<file path="src/rtl/int_sequencer.sv">
// Interrupt and reset sequencer in front of the control FSM's opcode input.
// At an opcode fetch it replaces the memory byte with BRK (8'h00) when an NMI
// or unmasked IRQ is due. The existing BRK sequence then services hardware
// interrupts. It also picks the vector and the pushed B flag value.
module int_sequencer (
  input  logic       ph1,
  input  logic       reset,
  input  logic       nmi_b,
  input  logic       irq_b,
  input  logic       i_flag,
  input  logic       fetch,
  input  logic       vec_fetch,
  input  logic [7:0] mem_data,
  output logic [7:0] ctrl_data,
  output logic [1:0] vec_sel,
  output logic       inhibit_pc_inc,
  output logic       brk_b_flag,
  output logic       int_active
);

  localparam logic [7:0] BrkOpcode = 8'h00;
  localparam logic [1:0] VecNmi    = 2'b01;
  localparam logic [1:0] VecReset  = 2'b10;
  localparam logic [1:0] VecIrqBrk = 2'b11;

  typedef enum logic [1:0] {
    StReset = 2'd0,
    StRun   = 2'd1,
    StInt   = 2'd2
  } state_e;

  state_e state_q, state_d;
  logic   nmi_s1_q, nmi_s2_q, nmi_s2_prev_q;
  logic   irq_s1_q, irq_s2_q;
  logic   nmi_pending_q, nmi_pending_d;
  logic   src_q, src_d;          // 1 = NMI, 0 = IRQ
  logic   int_first_q, int_first_d;
  logic   nmi_edge;
  logic   irq_req;
  logic   inject;

  // Two-flop synchronisers for the asynchronous pins, plus a history flop
  // for falling-edge detection on NMI.
  always_ff @(posedge ph1) begin
    if (reset) begin
      nmi_s1_q      <= 1'b1;
      nmi_s2_q      <= 1'b1;
      nmi_s2_prev_q <= 1'b1;
      irq_s1_q      <= 1'b1;
      irq_s2_q      <= 1'b1;
    end else begin
      nmi_s1_q      <= nmi_b;
      nmi_s2_q      <= nmi_s1_q;
      nmi_s2_prev_q <= nmi_s2_q;
      irq_s1_q      <= irq_b;
      irq_s2_q      <= irq_s1_q;
    end
  end

  assign nmi_edge = ~nmi_s2_q & nmi_s2_prev_q;
  // IRQ is a live level request, never latched.
  assign irq_req  = ~irq_s2_q & ~i_flag;

  // Sequencer state registers.
  always_ff @(posedge ph1) begin
    if (reset) begin
      state_q       <= StReset;
      nmi_pending_q <= 1'b0;
      src_q         <= 1'b0;
      int_first_q   <= 1'b0;
    end else begin
      state_q       <= state_d;
      nmi_pending_q <= nmi_pending_d;
      src_q         <= src_d;
      int_first_q   <= int_first_d;
    end
  end

  // Next-state logic and combinational outputs.
  always_comb begin
    state_d        = state_q;
    nmi_pending_d  = nmi_pending_q;
    src_d          = src_q;
    int_first_d    = 1'b0;
    inject         = 1'b0;
    ctrl_data      = mem_data;
    vec_sel        = VecReset;
    inhibit_pc_inc = 1'b0;
    brk_b_flag     = 1'b0;
    int_active     = 1'b0;

    unique case (state_q)
      StReset: begin
        // Edges seen while in reset are kept for the first fetch.
        if (nmi_edge) nmi_pending_d = 1'b1;
        if (vec_fetch) state_d = StRun;
      end

      StRun: begin
        vec_sel = VecIrqBrk;
        inject  = fetch & (nmi_pending_q | irq_req);
        if (inject) begin
          ctrl_data      = BrkOpcode;
          inhibit_pc_inc = 1'b1;
          state_d        = StInt;
          src_d          = nmi_pending_q;  // NMI wins over IRQ
          int_first_d    = 1'b1;
          if (nmi_pending_q) nmi_pending_d = 1'b0;
        end else begin
          // Real BRK opcode from memory: B is pushed set.
          brk_b_flag = 1'b1;
        end
        // A fresh edge is never lost, even in the cycle pending is consumed.
        if (nmi_edge) nmi_pending_d = 1'b1;
      end

      StInt: begin
        vec_sel        = src_q ? VecNmi : VecIrqBrk;
        int_active     = 1'b1;
        inhibit_pc_inc = int_first_q;
        if (nmi_edge) begin
          // Hijack an IRQ sequence before its vector is read; otherwise defer.
          if (!src_q && !vec_fetch) src_d = 1'b1;
          else nmi_pending_d = 1'b1;
        end
        if (vec_fetch) state_d = StRun;
      end

      default: begin
        state_d = StReset;
      end
    endcase
  end

endmodule
</file>
<file path="config.mk">
export PLATFORM = sky130hd
export DESIGN_NAME = int_sequencer
export DESIGN_NICKNAME = d
export VERILOG_FILES = /design/src/rtl/int_sequencer.sv
export SDC_FILE = /design/constraint.sdc
export NUM_CORES = 1
export LEC_CHECK = 0
export ABC_AREA = 1
export CORE_MARGIN = 10
export CORE_UTILIZATION = 42
export DETAILED_ROUTE_END_ITERATION = 8
export PLACE_DENSITY = 0.81
export SLEW_MARGIN = 25
export SYNTH_ARGS = -nofsm -noshare
export SYNTH_HDL_FRONTEND = slang
export SYNTH_SLANG_ARGS = --single-unit
</file>
<file path="constraint.sdc">
create_clock -name ph1 -period 2.8 [get_ports ph1]
set_input_delay 0.84 -clock ph1 [delete_from_list [all_inputs] [get_ports ph1]]
set_output_delay 0.84 -clock ph1 [all_outputs]
set_load 0.02 [all_outputs]
</file>
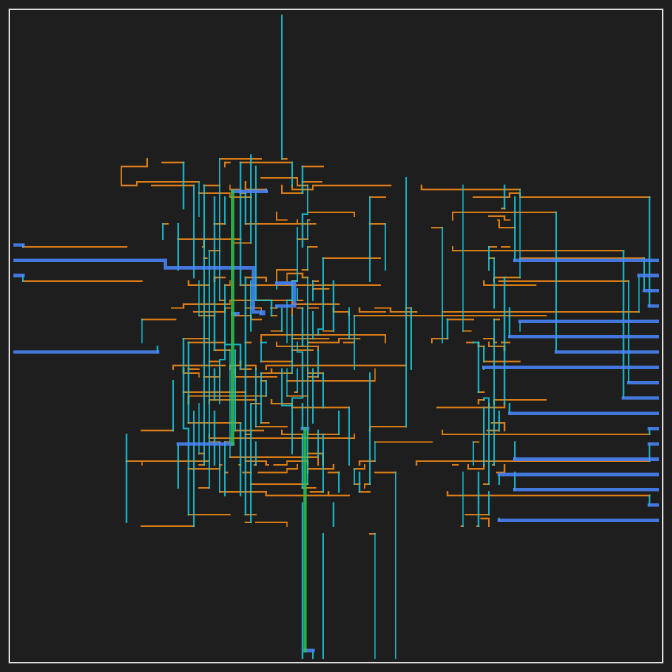
run_1/layers.png
[M3] blue | wire length: 195 um
[M1] orange | wire length: 635 um
[M2] cyan | wire length: 719 um
[M4] green | wire length: 42.2 um
sum of routed wire length over all layers: 1.59 mm
per-cell routed wire length: 11.6 um
routed vias: 623

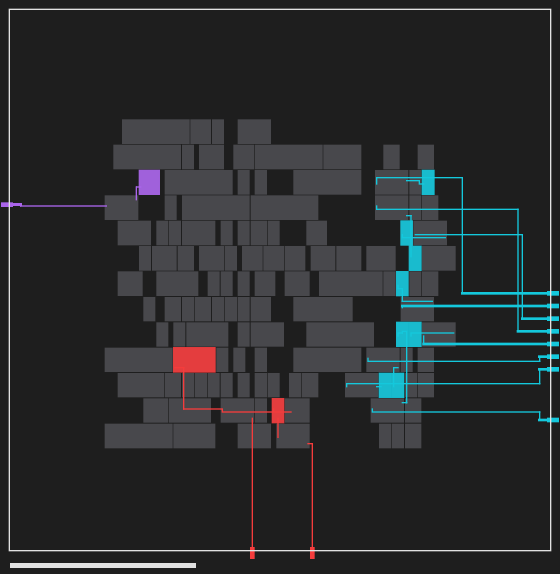
run_1/port_trees.png
The bar under the picture is 20 um long.
[`nmi_b`] purple | direction: input | end cells: 1 | buffers: 1 | wire: 11.9 um
[`mem_data`] cyan | direction: input | end cells: 8 | buffers: 8 | wire: 213 um
[`vec_sel`] red | direction: output | end cells: 2 | buffers: 2 | wire: 44.8 um
number of port buffers: 27
Ports: 28

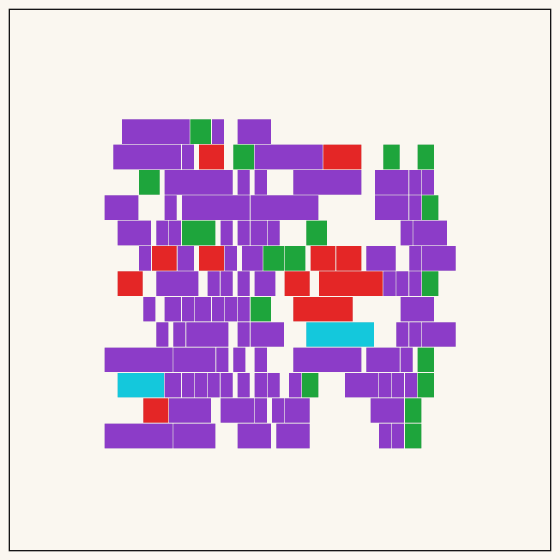
run_1/sizing.png
[x1 and smaller] purple | cells: 92
[x3 and x4] red | cells: 11
[x6 and larger] cyan | cells: 2
[x2] green | cells: 17
total non-filler cell area in the finished layout: 931 um^2
final critical-path setup slack: 0.0818 ns
non-clock buffer instance count of the final layout: 32
Layout area overhead: 54.0%

## run 1: cell type report
type	instances	share of cell area, %
clock buffer	4	3.90
inverter	19	7.66
multi-input combinational	57	35.8
sequential	10	21.5
tap	15	2.02
timing repair buffer	32	29.2
## run 1: synthesized netlist by cell type (2+ instances only)
cell / n
nand3_1: 2
nor2_1: 6
nand2_1: 27
a21oi_1: 3
inv_1: 18
nand4_1: 2
dfxtp_1: 10
ha_1: 5
nand2_2: 3
or2_2: 4
## run 1: critical path: cells and delay by family
kind	cells	cell delay [ns]
buffers and inverters	4	0.87
and+or+nand+nor	2	0.16
## run 1: flip-flops by register name, indices dropped and copies added, names as in the netlist
register and flops:
nmi_s1_q 1, nmi_s2_q 1, state_q 2, int_first_q 1, irq_s1_q 1, src_q 1
irq_s2_q 1, nmi_pending_q 1, nmi_s2_prev_q 1
## run 1: cell families (layout without fill, tap and decap cells)
| group | count (synthesis) | in the layout | synth area share (%) |
|---|---|---|---|
| AOI/OAI and AO/OA | 5 | 5 | 6.83 |
| adders and majority gates | 5 | 5 | 10.4 |
| buffers and inverters | 19 | 55 | 11.8 |
| DFF | 10 | 10 | 33.1 |
| and+or+nand+nor | 47 | 47 | 37.9 |
## run 1: path summary, 6_finish.rpt
path,start,end,slack (ns),cells after the start
max,fetch,ctrl_data[5],0.08,6
min,nmi_s1_q,nmi_s2_q,0.41,1
min reg2reg,nmi_s1_q,nmi_s2_q,0.41,1
max reg2reg,state_q[1],src_q,1.39,8
## run 1: repair_timing
item / in CTS / in global routing
endpoints found under the setup margin: 10 / 0
buffers inserted: 1 / 0
resized: 43 / 0
## run 1: power by group
group | switching [uW] | total (uW) | internal, uW
sequential | 11.4 | 167 | 156
clock | 55.3 | 134 | 79.2
combinational | 107 | 206 | 98.6
total | 174 | 508 | 334
## run 1: cell usage in the layout (no fill, tap or decap), drive strengths merged
master / netlist / layout
nand4: 2 / 2
a21boi: 1 / 1
buf: 0 / 15
nor2: 7 / 7
ha: 5 / 5
clkbuf: 0 / 4
dlygate4sd2: 0 / 1
o21bai: 1 / 1
a21oi: 3 / 3
or2: 4 / 4
nand3: 4 / 4
dfxtp: 10 / 10
clkinv: 1 / 1
nand2: 30 / 30
inv: 18 / 18
clkdlybuf4s50: 0 / 16
## run 1: routing by layer
metal | GRT usage [%] | up-vias | part of all wire (%)
li1 | - | 326 | -
met1 | 9.01 | 263 | 40
met2 | 15.5 | 29 | 45
met3 | 5.45 | 5 | 12
met4 | 6.04 | 0 | 2.6
met5 | 0 | - | 0
## run 1: metrics by stage
stage / power, uW / area [um^2] / hold slack, ns
final: 508 / 931 / 0.406
after CTS: 512 / 931 / 0.404
after global routing: 540 / 931 / 0.433
after detailed placement: 384 / 936 / 0.399
after floorplan: 290 / 604 / 0.389
after global placement: 379 / 936 / 0.391
==> flow_summary.json, run 1 <==
{
  "yosys-top-cells-area": "dfxtp_1 (33%), nand2_1 (17%), inv_1 (11%)",
  "detail_route.first_pass.iterations": 4,
  "timing_worst_setup_path_type": "in -> out",
  "tightestPinTransition_ns": 0.280,
  "placed_cells_incl_taps": 132,
  "num-nets-final": 143,
  "ant_nets": 0,
  "outcome": "finished clean",
  "ys_dominant_reg_cell": "dfxtp_1",
  "yosys_synthesis_chip_area_um2": 604,
  "tns_ns": 0,
  "design.die.area_um2": 3360,
  "synth_largest_type_area_fraction_pct": 33.1,
  "insertedDiodeCount": 0,
  "drc": 0,
  "holdCritPathClass": "reg -> reg",
  "netlist_area_um2": 604,
  "clock_sink_count": 10,
  "setup.worst_path.end_class": "primary output",
  "clk_pin_slew_worst_paths_ns": 0.07,
  "post_route_cells_drive_above_1_share_pct": 24.6,
  "worstSkewPairLatency_ns": 0.28,
  "seqCellArea_um2": 200,
  "max-cap-violations": 0,
  "finish.cell_count_without_fillers": 137,
  "placement_rows": 13,
  "crit_chain": "clkdlybuf4s50_1 > nand3_4 > buf_12 > nand2_1 > inv_1 > buf_2",
  "peakVddDrop_mv": 0.418,
  "critical_path.startpoint_type": "input pin",
  "grt_overflow": 0,
  "enable_flop_cells": 0,
  "syn_area_per_cell_um2": 7.03,
  "utilization_pct": 69.8,
  "finClkSkew_ns": 0.00663,
  "ys.warnings.count": 0,
  "crit_slowest_cell": "clkdlybuf4s50_1",
  "grt_antenna_before_repair": 0
}
==> inputs of run 2 (changes only) <==
SLEW_MARGIN = default   (was 25)
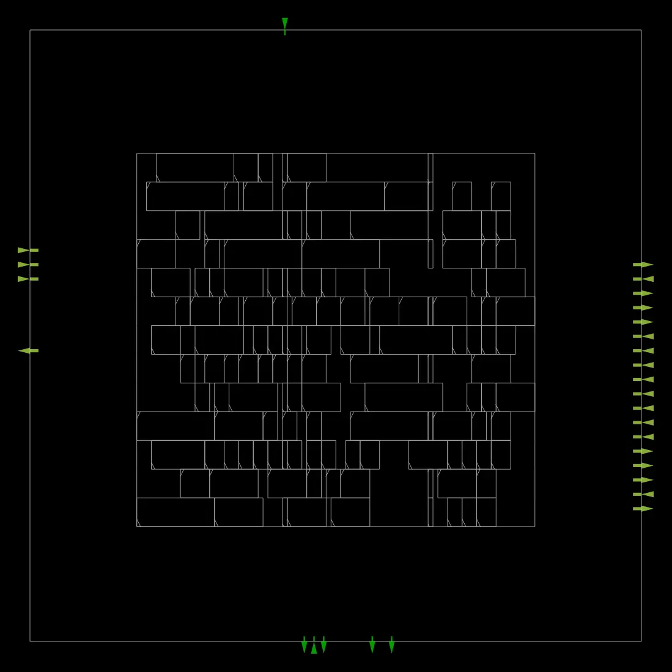
run_2/placed.png
row cnt: 13
number of inserted filler cells in the final layout: 105

==> flow_summary.json, run 2 <==
{
  "registers.top_by_ff_count": "state_q",
  "async_flop_share_pct": 0,
  "num-nets-final": 143,
  "drt-wirelength-per-cell_um": 11.6,
  "tool_warnings": 30,
  "detailedPlacementHpwl_mm": 1.33,
  "syn_area_per_cell_um2": 7.03,
  "globalRouteMet1Util_pct": 9.01,
  "yosys-top-cells-count": "nand2_1 (27), inv_1 (18), dfxtp_1 (10)",
  "pin_count": 28,
  "cts_tree": "yes",
  "worstPathRequired_ns": 1.96,
  "outcome": "finished clean",
  "maxSlewViolCount": 0,
  "grt_overflow": 0,
  "insertedDiodeCount": 0,
  "critPathArrivalTime_ns": 1.88,
  "seqCellArea_um2": 200,
  "layout_min_cycle_time_ns": 2.72,
  "maximum_number_of_pins_on_one_net_before_global_route_repair": 10,
  "cell_taking_the_most_area_after_synthesis": "dfxtp_1",
  "floorplan.die.width_um": 57.9,
  "post-place-ws_ns": -0.402,
  "drc": 0,
  "design.die.area_um2": 3360,
  "grt_busiest_layer": "met2",
  "postSynthCellCount": 86,
  "totalWireLength_mm": 1.59,
  "numPortBuffers": 27,
  "highest_count_logic_cell_in_the_final_layout": "nand2_1",
  "ys.warnings.count": 0,
  "yosys-top-cells-area": "dfxtp_1 (33%), nand2_1 (17%), inv_1 (11%)",
  "finalHoldViolations": 0,
  "final_critical_path_setup_slack_ns": 0.0818,
  "tns_ns": 0,
  "ctsRootBufferMaster": "clkbuf_4",
  "ys_dominant_reg_cell": "dfxtp_1",
  "post_route_cells_drive_above_1_share_pct": 24.6,
  "die_height_um": 57.9,
  "critical_path.startpoint_type": "input pin",
  "detail_route.first_pass.iterations": 4,
  "setup.worst_path.end_class": "primary output",
  "grtUsageMet3_pct": 5.45,
  "htree_levels": 1,
  "synth_dominant_cell_count": "nand2_1",
  "hold_start": "nmi_s1_q",
  "numCtsBuffers": 3,
  "route.detailed.vias_per_inst": 4.55,
  "largest_register_ffs": 2,
  "synthDistinctLibCells": 16,
  "floorplan.core_area_um2": 1330,
  "worstSkewPairLatency_ns": 0.28,
  "maxClockFrequency_mhz": 368,
  "rsz0062_at_grt": "no",
  "power.density_cell_area_nw_per_um2": 545,
  "mappedNetlistNets": 106,
  "met2_demand_to_capacity_share_in_global_routing_pct": 15.5,
  "max-cap-violations": 0,
  "grt_first_pass_wirelength_mm": 2.48,
  "peakVddDrop_mv": 0.418,
  "syn_to_final_growth_pct": 54.0,
  "total_of_endpoints_with_negative_setup_slack_in_the_final_report": 0,
  "grt.total_usage_pct": 9.51,
  "tightestPinTransition_ns": 0.280,
  "yosys_synthesis_chip_area_um2": 604,
  "final-comb-area_um2": 333,
  "ys_ff": 10,
  "ant_nets": 0,
  "grt_pass1_vias": 574,
  "floorplanUtilization_pct": 45.3,
  "synth_largest_type_area_fraction_pct": 33.1,
  "crit_path_start": "fetch",
  "timing.final.crit_share_pct": 97.1,
  "routed_vias": 623,
  "critical_path_peak_fanout": 9,
  "holdCritPathClass": "reg -> reg",
  "clk_pin_slew_worst_paths_ns": 0.07,
  "max_slew_headroom_pct": 81.4,
  "finClkSkew_ns": 0.00663,
  "netlist_area_um2": 604,
  "ys_cells": 86,
  "clock_sink_count": 10,
  "enable_flop_cells": 0,
  "r2r-start": "state_q[1]",
  "most_instantiated_logic_cells_after_routing": "nand2_1 (27), inv_1 (18), clkdlybuf4s50_1 (16)",
  "static-leakage-power_uw": 0.000501,
  "ys_seq_share_pct": 33.1,
  "timing_worst_setup_path_type": "in -> out",
  "grt_antenna_before_repair": 0
}
## run 2: final cells by class
| type | count | share of cell area, % |
|---|---|---|
| timing repair buffer | 32 | 29.2 |
| tap | 15 | 2.02 |
| inverter | 19 | 7.66 |
| multi-input combinational | 57 | 35.8 |
| clock buffer | 4 | 3.90 |
| sequential | 10 | 21.5 |
## run 2: final timing paths
path	endpoint	slack, ns	depth (start not counted)
worst max-delay path	ctrl_data[5]	0.08	6
worst min-delay path	nmi_s2_q	0.41	1
worst max register to register	src_q	1.39	8
worst min register to register	nmi_s2_q	0.41	1
## run 2: metrics by stage
step           utilization [%]  instances  hold WS (ns)  power, uW  instance area (um^2)
2_1_floorplan                -         86         0.389        290                   604
3_3_place_gp              70.2        132         0.391        379                   936
3_5_place_dp              70.2        132         0.399        384                   936
4_1_cts                   69.8        137         0.404        512                   931
5_1_grt                   69.8        137         0.433        540                   931
6_report                  69.8        137         0.406        508                   931
## run 2: power breakdown
part           total, uW  internal, uW  switching (uW)
registers            167           156            11.4
logic                206          98.6             107
clock network        134          79.2            55.3
total                508           334             174
## run 2: logic make-up after synthesis
| group | count (synthesis) | share of synthesized area (%) |
|---|---|---|
| DFF | 10 | 33.1 |
| buffers and inverters | 19 | 11.8 |
| AOI/OAI and AO/OA | 5 | 6.83 |
| and+or+nand+nor | 47 | 37.9 |
| adders and majority gates | 5 | 10.4 |
## run 2: layer usage
metal,share of wire [%],up-vias
met4,2.6,0
met5,0,-
met2,45,29
met3,12,5
met1,40,263
li1,-,326
## run 2: worst max-delay path, stage by stage
cell and delay (ns):
clkdlybuf4s50_1 0.54, nand3_4 0.10, buf_12 0.15, nand2_1 0.06, inv_1 0.03, buf_2 0.15
## run 2: what timing repair did
action,4_1_cts,5_1_grt
resized,43,0
setup endpoints to repair,10,0
setup buffers,1,0
Power and IR drop assume default switching activity.
